==> src/rtl/aes_ctr_seq.sv <==
// -----------------------------------------------------------------------------
// aes_ctr_seq
//
// Sequences AES-CTR encryption of a buffer of 128-bit blocks. For every block
// it presents the current counter block to an external AES core, reads the
// plaintext from a source buffer, XORs it with the returned keystream and
// writes the result to a destination buffer. The low CTR_W counter bits are
// incremented once per block. A run aborts if those bits would wrap while
// blocks remain.
//
// Parameters
//   DEPTH_W : log2 of buffer depth in 128-bit blocks
//   CTR_W   : number of low counter-block bits incremented per block (1..32)
//
// Ports
//   sys_clk, sys_rst        : clock, synchronous active-high reset
//   start, nblk             : one-cycle run request, number of blocks
//   nonce, iv, ctr_init     : counter block bits [127:96], [95:32], [31:0]
//   irq_clr                 : clears done_irq and wrap_err
//   aes_start, aes_in       : request and counter block to the AES core
//   aes_done, aes_out       : keystream-valid pulse and keystream block
//   src_addr, src_data      : plaintext read port (1-cycle read latency)
//   dst_addr, dst_data,
//   dst_we                  : ciphertext write port
//   busy                    : high whenever a run is in progress
//   done_irq, wrap_err      : sticky status flags
// -----------------------------------------------------------------------------
module aes_ctr_seq #(
  parameter int DEPTH_W = 4,
  parameter int CTR_W   = 32
) (
  input  logic               sys_clk,
  input  logic               sys_rst,
  input  logic               start,
  input  logic [DEPTH_W:0]   nblk,
  input  logic [31:0]        nonce,
  input  logic [63:0]        iv,
  input  logic [31:0]        ctr_init,
  input  logic               irq_clr,
  output logic               aes_start,
  output logic [127:0]       aes_in,
  input  logic               aes_done,
  input  logic [127:0]       aes_out,
  output logic [DEPTH_W-1:0] src_addr,
  input  logic [127:0]       src_data,
  output logic [DEPTH_W-1:0] dst_addr,
  output logic [127:0]       dst_data,
  output logic               dst_we,
  output logic               busy,
  output logic               done_irq,
  output logic               wrap_err
);

  localparam int IW = DEPTH_W + 1;
  localparam logic [IW-1:0] MAX_BLK = {1'b1, {DEPTH_W{1'b0}}};

  typedef enum logic [2:0] {IDLE, LOAD, WAIT, WRITE, NEXT} state_t;

  state_t             state_q, state_d;
  logic [IW-1:0]      idx_q, idx_d;
  logic [IW-1:0]      nblk_q, nblk_d;
  logic [127:0]       ctr_q, ctr_d;
  logic [127:0]       pt_q, pt_d;
  logic [127:0]       dst_data_q, dst_data_d;
  logic               first_q, first_d;
  logic [DEPTH_W-1:0] src_addr_q, src_addr_d;
  logic [DEPTH_W-1:0] dst_addr_q, dst_addr_d;
  logic               done_q, done_d;
  logic               wrap_q, wrap_d;
  logic               done_set, wrap_set;

  logic [CTR_W-1:0]   ctr_lo;
  logic [IW-1:0]      idx_inc;

  assign ctr_lo  = ctr_q[CTR_W-1:0];
  assign idx_inc = idx_q + IW'(1);

  always_comb begin
    state_d    = state_q;
    idx_d      = idx_q;
    nblk_d     = nblk_q;
    ctr_d      = ctr_q;
    pt_d       = pt_q;
    first_d    = 1'b0;
    src_addr_d = src_addr_q;
    dst_addr_d = dst_addr_q;
    dst_data_d = dst_data_q;
    done_set   = 1'b0;
    wrap_set   = 1'b0;
    aes_start  = 1'b0;
    dst_we     = 1'b0;
    busy       = 1'b1;

    case (state_q)
      IDLE: begin
        busy = 1'b0;
        if (start) begin
          if (nblk == '0) begin
            done_set = 1'b1;
          end else begin
            state_d    = LOAD;
            idx_d      = '0;
            nblk_d     = (nblk > MAX_BLK) ? MAX_BLK : nblk;
            ctr_d      = {nonce, iv, ctr_init};
            src_addr_d = '0;
          end
        end
      end

      LOAD: begin
        aes_start = 1'b1;
        first_d   = 1'b1;
        state_d   = WAIT;
      end

      WAIT: begin
        // The source read issued in LOAD returns during the first WAIT cycle.
        if (first_q) begin
          pt_d = src_data;
        end
        // With L=1 the keystream arrives in that same first cycle, so the
        // plaintext is taken straight from the read port instead of pt_q.
        if (aes_done) begin
          dst_data_d = aes_out ^ (first_q ? src_data : pt_q);
          dst_addr_d = idx_q[DEPTH_W-1:0];
          state_d    = WRITE;
        end
      end

      WRITE: begin
        dst_we  = 1'b1;
        state_d = NEXT;
      end

      NEXT: begin
        idx_d                = idx_inc;
        src_addr_d           = idx_inc[DEPTH_W-1:0];
        ctr_d[CTR_W-1:0]     = ctr_lo + CTR_W'(1);
        if (idx_inc == nblk_q) begin
          state_d  = IDLE;
          done_set = 1'b1;
        end else if (&ctr_lo) begin
          // Counter would repeat a keystream block: abort the run.
          state_d  = IDLE;
          done_set = 1'b1;
          wrap_set = 1'b1;
        end else begin
          state_d = LOAD;
        end
      end

      default: begin
        state_d = IDLE;
      end
    endcase

    // A set in the same cycle as a clear takes precedence.
    done_d = done_set | (done_q & ~irq_clr);
    wrap_d = wrap_set | (wrap_q & ~irq_clr);
  end

  always_ff @(posedge sys_clk) begin
    if (sys_rst) begin
      state_q    <= IDLE;
      idx_q      <= '0;
      nblk_q     <= '0;
      ctr_q      <= '0;
      pt_q       <= '0;
      first_q    <= 1'b0;
      src_addr_q <= '0;
      dst_addr_q <= '0;
      dst_data_q <= '0;
      done_q     <= 1'b0;
      wrap_q     <= 1'b0;
    end else begin
      state_q    <= state_d;
      idx_q      <= idx_d;
      nblk_q     <= nblk_d;
      ctr_q      <= ctr_d;
      pt_q       <= pt_d;
      first_q    <= first_d;
      src_addr_q <= src_addr_d;
      dst_addr_q <= dst_addr_d;
      dst_data_q <= dst_data_d;
      done_q     <= done_d;
      wrap_q     <= wrap_d;
    end
  end

  assign aes_in   = ctr_q;
  assign src_addr = src_addr_q;
  assign dst_addr = dst_addr_q;
  assign dst_data = dst_data_q;
  assign done_irq = done_q;
  assign wrap_err = wrap_q;

endmodule

==> config.mk <==
export PLATFORM = sky130hd
export DESIGN_NAME = aes_ctr_seq
export DESIGN_NICKNAME = d
export VERILOG_FILES = /design/src/rtl/aes_ctr_seq.sv
export SDC_FILE = /design/constraint.sdc
export NUM_CORES = 1
export LEC_CHECK = 0
export ABC_AREA = 0
export CORE_AREA = 2 2 255 257
export CTS_BUF_LIST = sky130_fd_sc_hd__clkbuf_4 sky130_fd_sc_hd__clkbuf_8
export CTS_CLUSTER_DIAMETER = 200
export DETAILED_ROUTE_END_ITERATION = 8
export DIE_AREA = 0 0 257 259
export GPL_ROUTABILITY_DRIVEN = 0
export HOLD_SLACK_MARGIN = 0.1
export PLACE_DENSITY = 0.53
export SYNTH_ARGS = -nofsm -noshare
export SYNTH_HDL_FRONTEND = slang
export SYNTH_SLANG_ARGS = --single-unit
==> constraint.sdc <==
create_clock -name sys_clk -period 1.7 [get_ports sys_clk]
set_input_delay 0.51 -clock sys_clk [delete_from_list [all_inputs] [get_ports sys_clk]]
set_output_delay 0.51 -clock sys_clk [all_outputs]
set_load 0.1 [all_outputs]
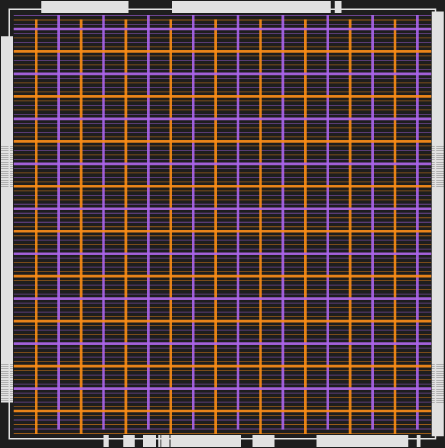
*Floorplan with the power grid*
Pins as bars on the die edge.
purple -> VDD
orange -> VSS
met1 rails = 94
rows = 93
core area: 0.0639 mm2
Die Ht: 259 um
VDD IR-drop max: 537 uV
die width: 257 um

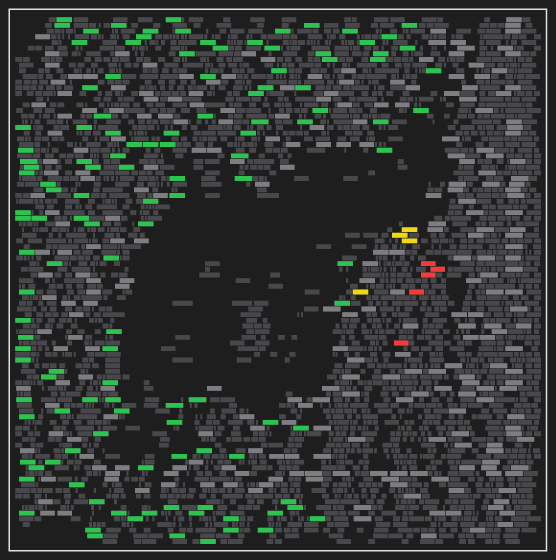
*Where the registers sit*
Other sequential cells in the stronger grey, the rest of the logic in the fainter grey.
yellow -> dst_addr  # placed flops 4, where right middle
green -> dst_data  # placed flops 128
red -> nblk_q  # placed flops 5, where right middle
Seq area share: 23.6%
sequential group power: 0.0109 W

==> results_dict.tcl <==
# yosys + openroad results
set metrics [dict create \
    path_max_fanout 3 \
    period_used_pct 127 \
    synth_warnings 0 \
    crit_path_end_kind "output port" \
    critPathLaunchType "flip-flop" \
    warnings 29 \
    setup_viol_count_final 476 \
    place_hpwl_um 53000 \
    ff2ff_path_depth 10 \
    synth.avg_cell_area_um2 8.45 \
    hp-start "sys_rst" \
    clk_pin_slew_ps 60 \
    grt-ovfl-total 0 \
    io_buffers 662 \
    timing.fmax_mhz 464 \
    synth-edff-count 0 \
    holdPathEnd "state_q[1]$_SDFFE_PP0P_" \
    p_per_area_mw_per_mm2 908 \
    slew_viol_final 0 \
    ys_types 64 \
    post-cts-setup-buffer-count 161 \
    global_route.usage.met2_pct 44.1 \
    ctsResizeCount 710 \
    yosys_cells 2032 \
    critical_path_class "flip-flop to output port" \
    ys_ff 404 \
    hold_viol 0 \
    ctsHoldBuffers 0 \
    cts_tree "yes" \
    grt_pass1_wl_um 124000 \
    worstPathArrival_ps 1640 \
    failed_checks "negative setup slack" \
    cts-buffers-inserted 76 \
    hp-class "input port to flip-flop" \
    drive_gt1_share_pct 48.7 \
    die_area_mm2 0.0666 \
    ant_nets 0 \
    ys_seq_share_pct 47.1 \
    timing.rr.start "state_q[1]$_SDFFE_PP0P_" \
    synthFlopType "dfxtp_1" \
    dp_cells 3572 \
    wl_met1_um 32100 \
    yosysChipArea_mm2 0.0172 \
    groute.usage.overall_pct 24.3 \
    critical_path_required_ps 1190 \
    num_vias 19200 \
    busiest_layer "met2" \
    post_drt_via_cell_ratio 4.86 \
    num_io_pins 663 \
    dr.pass1.iters 5 \
    tightest_slew_ps 608 \
    rsz0062_at_grt "yes" \
    drc 0 \
    final-comb-area_mm2 0.0105 \
    ys_async_sr_fraction_pct 0 \
    grt_use_met1_pct 25.7 \
    worst_slack_ps -453 \
    grtUsageMet3_pct 8.25 \
    status "finished with violations" \
    clk_root_buffer_cell "clkbuf_8" \
    reg2reg_slack_ps -450 \
    fp_nets 2428 \
    fillers 5191 \
    startpoint "state_q[1]$_SDFFE_PP0P_" \
    r2r-end "aes_in[39]$_SDFFE_PP0P_" \
    grt_max_degree 93 \
]
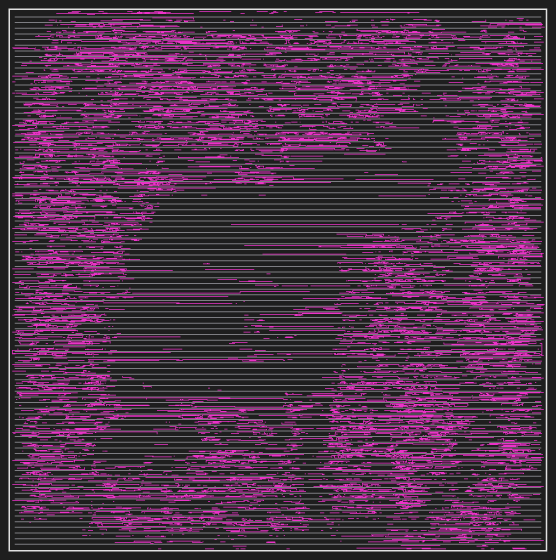
*M1 wires*
Supply wires on this layer in grey.
share of all routed wire = 37%
nets with wire on the layer = 3120
main direction = horizontal

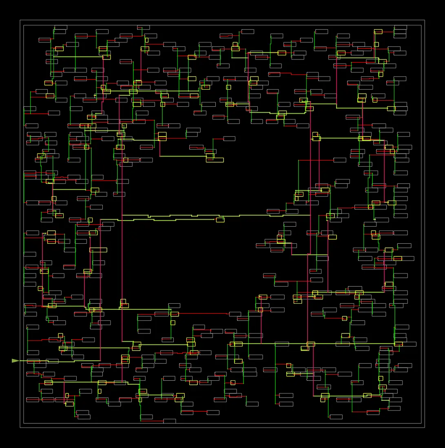
*Clock nets*
Insertion Delay late pin: 660 ps
clk sinks: 404
Final Skew: 26.9 ps
CLK BUF: 124
Clk. pwr: 0.0104 W

[sequential cells by signal, summed over array words and instances, names as in the netlist]
register  cells
aes_in      128
dst_data    128
pt_q        128
idx_q         5
nblk_q        5
dst_addr      4
state_q       3
done_irq      1
first_q       1
wrap_err      1
[synth_stat cells, drive strengths merged, types with 6 or more instances]
master	instances	share of area (%)
nand2	496	11
dfxtp	404	47
a21oi	251	7.3
nor2	163	3.6
a211oi	139	6.1
xnor2	133	6.8
mux2i	130	7.6
clkbuf	85	1.9
buf	74	2.4
o21ai	17	0.52
nand3	14	0.41
nor3	14	0.50
and2	11	0.40
nand4	10	0.45
a31oi	7	0.26
a311oi	6	0.31
and3	6	0.23
inv	6	0.13
or3	6	0.22
[cells by family after synthesis]
| group | Yosys count | share of synthesized area [%] |
|---|---|---|
| multiplexers | 132 | 7.71 |
| flip-flops | 404 | 47.1 |
| adder cells (fa/ha/maj) | 2 | 0.146 |
| buffers and inverters | 165 | 4.35 |
| XOR/XNOR | 137 | 6.99 |
| AND/OR/NAND/NOR | 736 | 17.4 |
| AND-OR/OR-AND | 456 | 16.2 |
[worst max-delay path, stage by stage, from the launching register on]
cell and delay [ps]:
dfxtp_2 330, buf_6 100, nor2b_4 140, buf_6 100, and2_4 140, buf_12 190
[where the power goes]
part / internal, W / total, W / switching [W]
clock network: 0.00599 / 0.0104 / 0.00445
registers: 0.0102 / 0.0109 / 0.000656
logic: 0.00553 / 0.0120 / 0.00643
total: 0.0217 / 0.0333 / 0.0115
[layout make-up]
cell class / count / area share, %
antenna: 15 / 0.102
clock inverter: 11 / 0.325
timing repair buffer: 1079 / 40.2
multi-input combinational: 1467 / 28.6
tap: 855 / 2.92
clock buffer: 124 / 4.18
inverter: 6 / 0.0615
sequential: 404 / 23.6
[cell usage in the layout, fill, tap and decap left out, types with 5 or more instances in the layout]
| cell | synthesis | final |
|---|---|---|
| a211oi_1 | 138 | 82 |
| a211oi_2 | 1 | 56 |
| a21oi_1 | 250 | 136 |
| a21oi_2 | 1 | 113 |
| a31oi_1 | 7 | 7 |
| and2_1 | 11 | 8 |
| buf_12 | 0 | 327 |
| buf_16 | 0 | 52 |
| buf_4 | 13 | 236 |
| buf_6 | 2 | 48 |
| buf_8 | 0 | 10 |
| clkbuf_16 | 0 | 12 |
| clkbuf_4 | 0 | 28 |
| clkbuf_8 | 0 | 96 |
| clkdlybuf4s50_1 | 0 | 392 |
| clkinv_2 | 0 | 5 |
| dfxtp_1 | 404 | 135 |
| dfxtp_2 | 0 | 185 |
| dfxtp_4 | 0 | 84 |
| diode_2 | 0 | 15 |
| inv_1 | 6 | 5 |
| mux2i_1 | 130 | 130 |
| nand2_1 | 496 | 331 |
| nand2_2 | 0 | 50 |
| nand2_4 | 0 | 114 |
| nand3_1 | 14 | 8 |
| nand3_2 | 0 | 5 |
| nand4_1 | 9 | 9 |
| nor2_1 | 163 | 142 |
| nor2_2 | 0 | 15 |
| nor2_4 | 0 | 6 |
| nor3_1 | 12 | 10 |
| o21ai_0 | 15 | 9 |
| or3_1 | 6 | 6 |
| xnor2_1 | 133 | 133 |
No activity file was given, so power comes from the tool's default toggle rates.
